File: config.mk
export PLATFORM = sky130hd
export DESIGN_NAME = sdm_seq_ctrl
export DESIGN_NICKNAME = d
export VERILOG_FILES = /design/src/rtl/sdm_pkg.sv /design/src/rtl/sdm_density_cnt.sv /design/src/rtl/sdm_seq_ctrl.sv
export SDC_FILE = /design/constraint.sdc
export NUM_CORES = 1
export LEC_CHECK = 0
export CORE_ASPECT_RATIO = 1.2
export CORE_MARGIN = 5
export CORE_UTILIZATION = 46
export CTS_BUF_LIST = sky130_fd_sc_hd__clkbuf_4 sky130_fd_sc_hd__clkbuf_8
export DETAILED_ROUTE_END_ITERATION = 7
export HOLD_SLACK_MARGIN = 0.06
export PLACE_DENSITY = 0.78
export SLEW_MARGIN = 0
export SYNTH_ARGS = -nofsm -noshare
export SYNTH_HDL_FRONTEND = slang
export SYNTH_SLANG_ARGS = --single-unit
File: constraint.sdc
create_clock -name clk -period 3.2 [get_ports clk]
set_clock_uncertainty 0.15 [all_clocks]
set_input_delay 0.48 -clock clk [delete_from_list [all_inputs] [get_ports clk]]
set_output_delay 0.48 -clock clk [all_outputs]
set_load 0.005 [all_outputs]
File: src/rtl/sdm_pkg.sv
// Shared types and defaults for the sigma-delta modulator and its sequencer.
// Latency: n/a (declarations only).
// Backpressure: n/a.
package sdm_pkg;

  localparam int SDM_DW    = 32;
  localparam int SDM_OSR_W = 8;

  typedef enum logic [1:0] {
    IDLE  = 2'd0,
    FLUSH = 2'd1,
    WAIT  = 2'd2,
    RUN   = 2'd3
  } sdm_state_e;

endpackage

File: src/rtl/sdm_density_cnt.sv
// Counts modulator ones across one oversampling window and publishes the total.
// Latency: ones_count/cnt_valid registered one edge after the window-end cycle.
// Backpressure: none; cnt_valid is a one-cycle pulse with no ready.
module sdm_density_cnt #(
  parameter int OSR_W = 8
) (
  input  logic             clk,
  input  logic             rst,
  input  logic             mod_en,
  input  logic             mod_bit,
  input  logic             win_end,
  output logic [OSR_W:0]   ones_count,
  output logic             cnt_valid
);

  logic [OSR_W:0] acc;
  logic [OSR_W:0] bit_ext;

  assign bit_ext = {{OSR_W{1'b0}}, mod_bit};

  // Accumulate while the modulator runs; at window end publish acc plus the
  // current bit and restart the count for the next window.
  always_ff @(posedge clk or posedge rst) begin
    if (rst) begin
      acc        <= '0;
      ones_count <= '0;
      cnt_valid  <= 1'b0;
    end else if (win_end) begin
      ones_count <= acc + bit_ext;
      cnt_valid  <= 1'b1;
      acc        <= '0;
    end else begin
      cnt_valid  <= 1'b0;
      if (mod_en) begin
        acc <= acc + bit_ext;
      end
    end
  end

endmodule

File: src/rtl/sdm_seq_ctrl.sv
// Oversampling sequencer: holds each accepted sample on the modulator for osr cycles.
// Latency: mod_clr one edge after start; mod_data/mod_en one edge after handshake.
// Backpressure: in_ready only in WAIT or on the last phase of a window with no stop pending.
module sdm_seq_ctrl
  import sdm_pkg::*;
#(
  parameter int DW         = SDM_DW,
  parameter int OSR_W      = SDM_OSR_W,
  parameter int SETTLE_CYC = 16
) (
  input  logic             clk,
  input  logic             rst,
  input  logic             start,
  input  logic             stop,
  input  logic [OSR_W-1:0] cfg_osr,
  input  logic [DW-1:0]    in_data,
  input  logic             in_valid,
  output logic             in_ready,
  output logic [DW-1:0]    mod_data,
  output logic             mod_en,
  output logic             mod_clr,
  input  logic             mod_bit,
  output logic [OSR_W:0]   ones_count,
  output logic             cnt_valid,
  output logic             busy,
  output logic             underrun
);

  localparam int             SW        = (SETTLE_CYC > 1) ? $clog2(SETTLE_CYC) : 1;
  localparam logic [SW-1:0]  SETTLE_LD = SW'(SETTLE_CYC - 1);

  sdm_state_e       state;
  sdm_state_e       state_nxt;
  logic [OSR_W-1:0] osr;
  logic [OSR_W:0]   phase;
  logic [OSR_W:0]   phase_last;
  logic [SW-1:0]    settle_cnt;
  logic             stop_pend;
  logic             win_end;
  logic             start_acc;
  logic             load_smp;

  assign phase_last = {1'b0, osr} - (OSR_W+1)'(1);
  assign win_end    = (state == RUN) && (phase == phase_last);
  assign in_ready   = (state == WAIT) || (win_end && !stop_pend);
  assign start_acc  = (state == IDLE) && start;
  assign load_smp   = in_valid && in_ready && (state_nxt == RUN);

  // Next-state decode; a stop ends FLUSH/WAIT at once but RUN only at a window end.
  always_comb begin
    state_nxt = state;
    case (state)
      IDLE:    if (start) state_nxt = FLUSH;
      FLUSH:   if (stop) state_nxt = IDLE;
               else if (settle_cnt == '0) state_nxt = WAIT;
      WAIT:    if (stop) state_nxt = IDLE;
               else if (in_valid) state_nxt = RUN;
      RUN:     if (win_end && stop_pend) state_nxt = IDLE;
      default: state_nxt = IDLE;
    endcase
  end

  // State register plus the strobes that are pure decodes of the next state.
  always_ff @(posedge clk or posedge rst) begin
    if (rst) begin
      state   <= IDLE;
      mod_en  <= 1'b0;
      mod_clr <= 1'b0;
      busy    <= 1'b0;
    end else begin
      state   <= state_nxt;
      mod_en  <= (state_nxt == RUN);
      mod_clr <= (state_nxt == FLUSH);
      busy    <= (state_nxt != IDLE);
    end
  end

  // Run configuration and integrator settle timer, both armed by an accepted start.
  always_ff @(posedge clk or posedge rst) begin
    if (rst) begin
      osr        <= OSR_W'(1);
      settle_cnt <= '0;
    end else if (start_acc) begin
      osr        <= (cfg_osr == '0) ? OSR_W'(1) : cfg_osr;
      settle_cnt <= SETTLE_LD;
    end else if ((state == FLUSH) && (settle_cnt != '0)) begin
      settle_cnt <= settle_cnt - SW'(1);
    end
  end

  // Window phase: restarts on the first sample and at every window end.
  always_ff @(posedge clk or posedge rst) begin
    if (rst) begin
      phase <= '0;
    end else if ((state == WAIT) || win_end) begin
      phase <= '0;
    end else if (state == RUN) begin
      phase <= phase + (OSR_W+1)'(1);
    end
  end

  // Pending stop; a stop landing on a window-end cycle applies to the next window.
  always_ff @(posedge clk or posedge rst) begin
    if (rst) begin
      stop_pend <= 1'b0;
    end else if (state_nxt == IDLE) begin
      stop_pend <= 1'b0;
    end else if (stop && (state != IDLE)) begin
      stop_pend <= 1'b1;
    end
  end

  // Sample hold and sticky underrun when a window ends with nothing to load.
  always_ff @(posedge clk or posedge rst) begin
    if (rst) begin
      mod_data <= '0;
      underrun <= 1'b0;
    end else begin
      if (load_smp) begin
        mod_data <= in_data;
      end
      if (start_acc) begin
        underrun <= 1'b0;
      end else if (win_end && !stop_pend && !in_valid) begin
        underrun <= 1'b1;
      end
    end
  end

  sdm_density_cnt #(
    .OSR_W (OSR_W)
  ) u_density (
    .clk        (clk),
    .rst        (rst),
    .mod_en     (mod_en),
    .mod_bit    (mod_bit),
    .win_end    (win_end),
    .ones_count (ones_count),
    .cnt_valid  (cnt_valid)
  );

endmodule

==> images/congestion_map.png <==
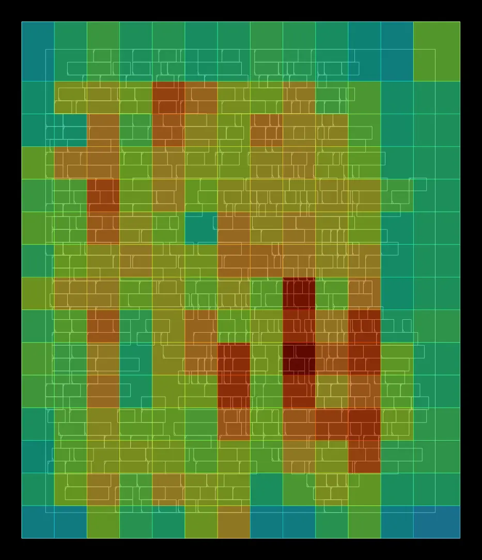
GRT met3 Usage: 4.486%
Overall Global Routing Usage: 17.80%
Avg WL per Cell: 16.45 um

==> images/m3.png <==
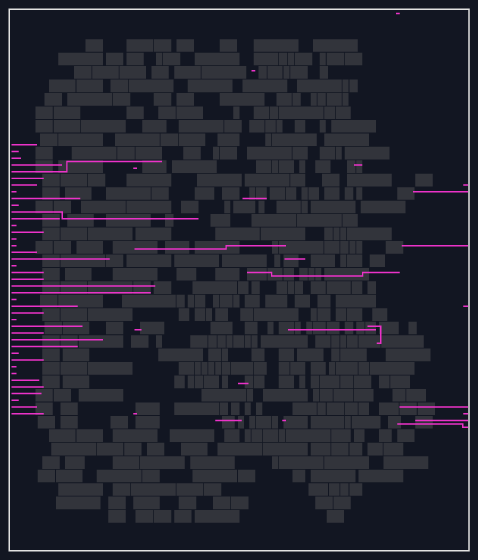
nets with wire on the layer	57
longest straight run	28.8 um
main direction	horizontal

==> images/gates.png <==
Scale bar: 20 um.
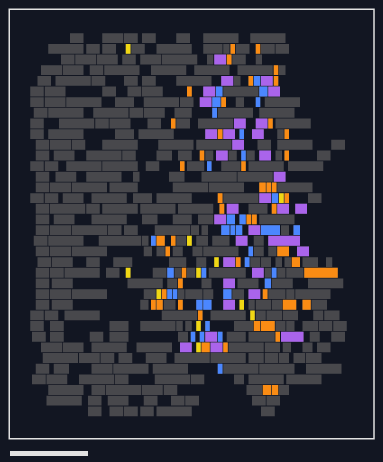
family	colour	cells	most used
xor and xnor cells	purple	33	xor2_1
nor cells	orange	49	nor2_1
inv cells	yellow	11	inv_1
nand cells	blue	34	nand2_1

==> impl_metrics.csv <==
group,metric,value,unit
run_status,status,"finished, violations left",
run_status,violations,"negative setup slack",
timing,finalCritPeriodShare,100.6,%
cts,clk_pin_slew,0.08,ns
job,cap_violations,0,
timing,finalWorstSetupSlack,-0.01856,ns
pwr,combPwrFrac,40.5,%
cells_and_area,largest_reg_flops,32,
pwr,peakVddDrop,0.3449,mV
synthesis,yosys_warnings,0,
setup_path,r2r.worst_path.cells,12,
setup_path,cp.required,3.29,ns
cts,numClockSinks,79,
global_route,antenna_found_initial,0,
timing,worst_pin_slew,0.5506,ns
routing,vias,2767,
timing,hold_viol,0,
pwr,switching_share,31.59,%
hold_path,hp-class,"in2async",
synthesis,async_reset_ff_share,100.0,%
synthesis,most_common_cell,"dfrtp_1",
cells_and_area,final_common_cell,"clkdlybuf4s50_1",
timing,setup_viol,26,
cells_and_area,drive_gt1_share,22.76,%
pwr,p_per_area,731.8,nW/um2
setup_path,startpoint_type,"flip-flop",
cells_and_area,fill_cells,606,
synthesis,ys_ff,79,
placed_design,dp_hpwl,5797,um
cells_and_area,area_growth_syn_to_layout,40.01,%
global_route,met1_usage,21.21,%
synthesis,synthTopCellsByCount,"dfrtp_1, nor2_1, mux2_4, nand2_1",
routing,via_per_inst,5.221,
setup_path,cp_num_buf_inv,4,
global_route,top_usage_layer,"met2",
synthesis,synth.distinct_cells,45,
cells_and_area,mostFrequentLayoutCells,"clkdlybuf4s50_1, dfrtp_1, nor2_1",
global_route,grt_overflow,0,
synthesis,synth.top_cell.area_share,51.76,%
setup_path,crit_cells,12,
==> images/sizing.png <==
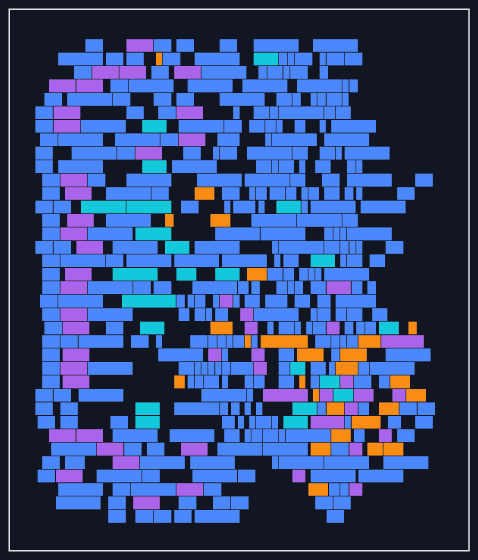
size	colour	cells	share
x1 and smaller	blue	336	77%
x3 and x4	purple	51	12%
x2	orange	26	6.0%
x6 and larger	cyan	22	5.1%

==> images/clock_wires.png <==
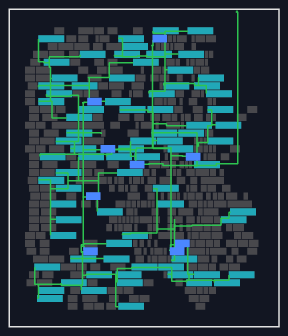
[flip-flops] cyan | count: 79
[clock wires] green | length: 973 um
[clock-net drivers] blue | count: 9
routed clock nets	10

worst paths after layout:
| check | startpoint | to | slack (ns) |
|---|---|---|---|
| worst min register to register | mod_data[13] | mod_data[13] | 0.36 |
| worst max register to register | osr[0] | mod_data[28] | -0.02 |
| worst max-delay path | osr[0] | mod_data[28] | -0.02 |
| worst min-delay path | rst | mod_data[31] | 0.35 |
| max in group asynchronous | rst | osr[0] | 1.83 |
| min in group clk | mod_data[13] | mod_data[13] | 0.36 |
layout make-up:
cell class	instances	share of cell area, %
Clock buffer	12	3.128
Inverter	11	0.7820
Timing Repair Buffer	114	21.99
Clock inverter	4	0.9716
Multi-Input combinational cell	215	33.41
Sequential cell	79	37.46
Tap cell	95	2.251
metrics by stage:
stage | power, W | hold WS, ns | cells | utilization, %
6_report | 0.003864 | 0.3505 | 530 | 65.49
5_1_grt | 0.004114 | 0.3751 | 530 | 65.49
4_1_cts | 0.003803 | 0.3489 | 528 | 64.68
3_5_place_dp | 0.002904 | 0.3393 | 502 | 60.04
3_3_place_gp | 0.002856 | 0.3326 | 502 | 60.04
2_1_floorplan | 0.002286 | 0.3389 | 318 | -
what timing repair did:
| item | in CTS | in global routing |
|---|---|---|
| setup endpoints to repair | 5 | 33 |
| hold buffers | 0 | 0 |
| cloned | 2 | 1 |
| gates resized | 11 | 19 |
| setup buffers | 9 | 2 |
| pin swaps | 6 | 7 |
worst register-to-register path, cell delays in order, from the launching register on:
cell       delay (ns)
dfstp_2          0.59
inv_2            0.07
ha_4             0.18
buf_6            0.12
xnor2_2          0.10
and3_1           0.19
o21ai_2          0.08
a221oi_2         0.31
a31oi_1          0.15
buf_4            0.15
a2111o_2         0.50
clkbuf_16        0.22
mux2_4           0.31
No activity file was given, so power comes from the tool's default toggle rates.
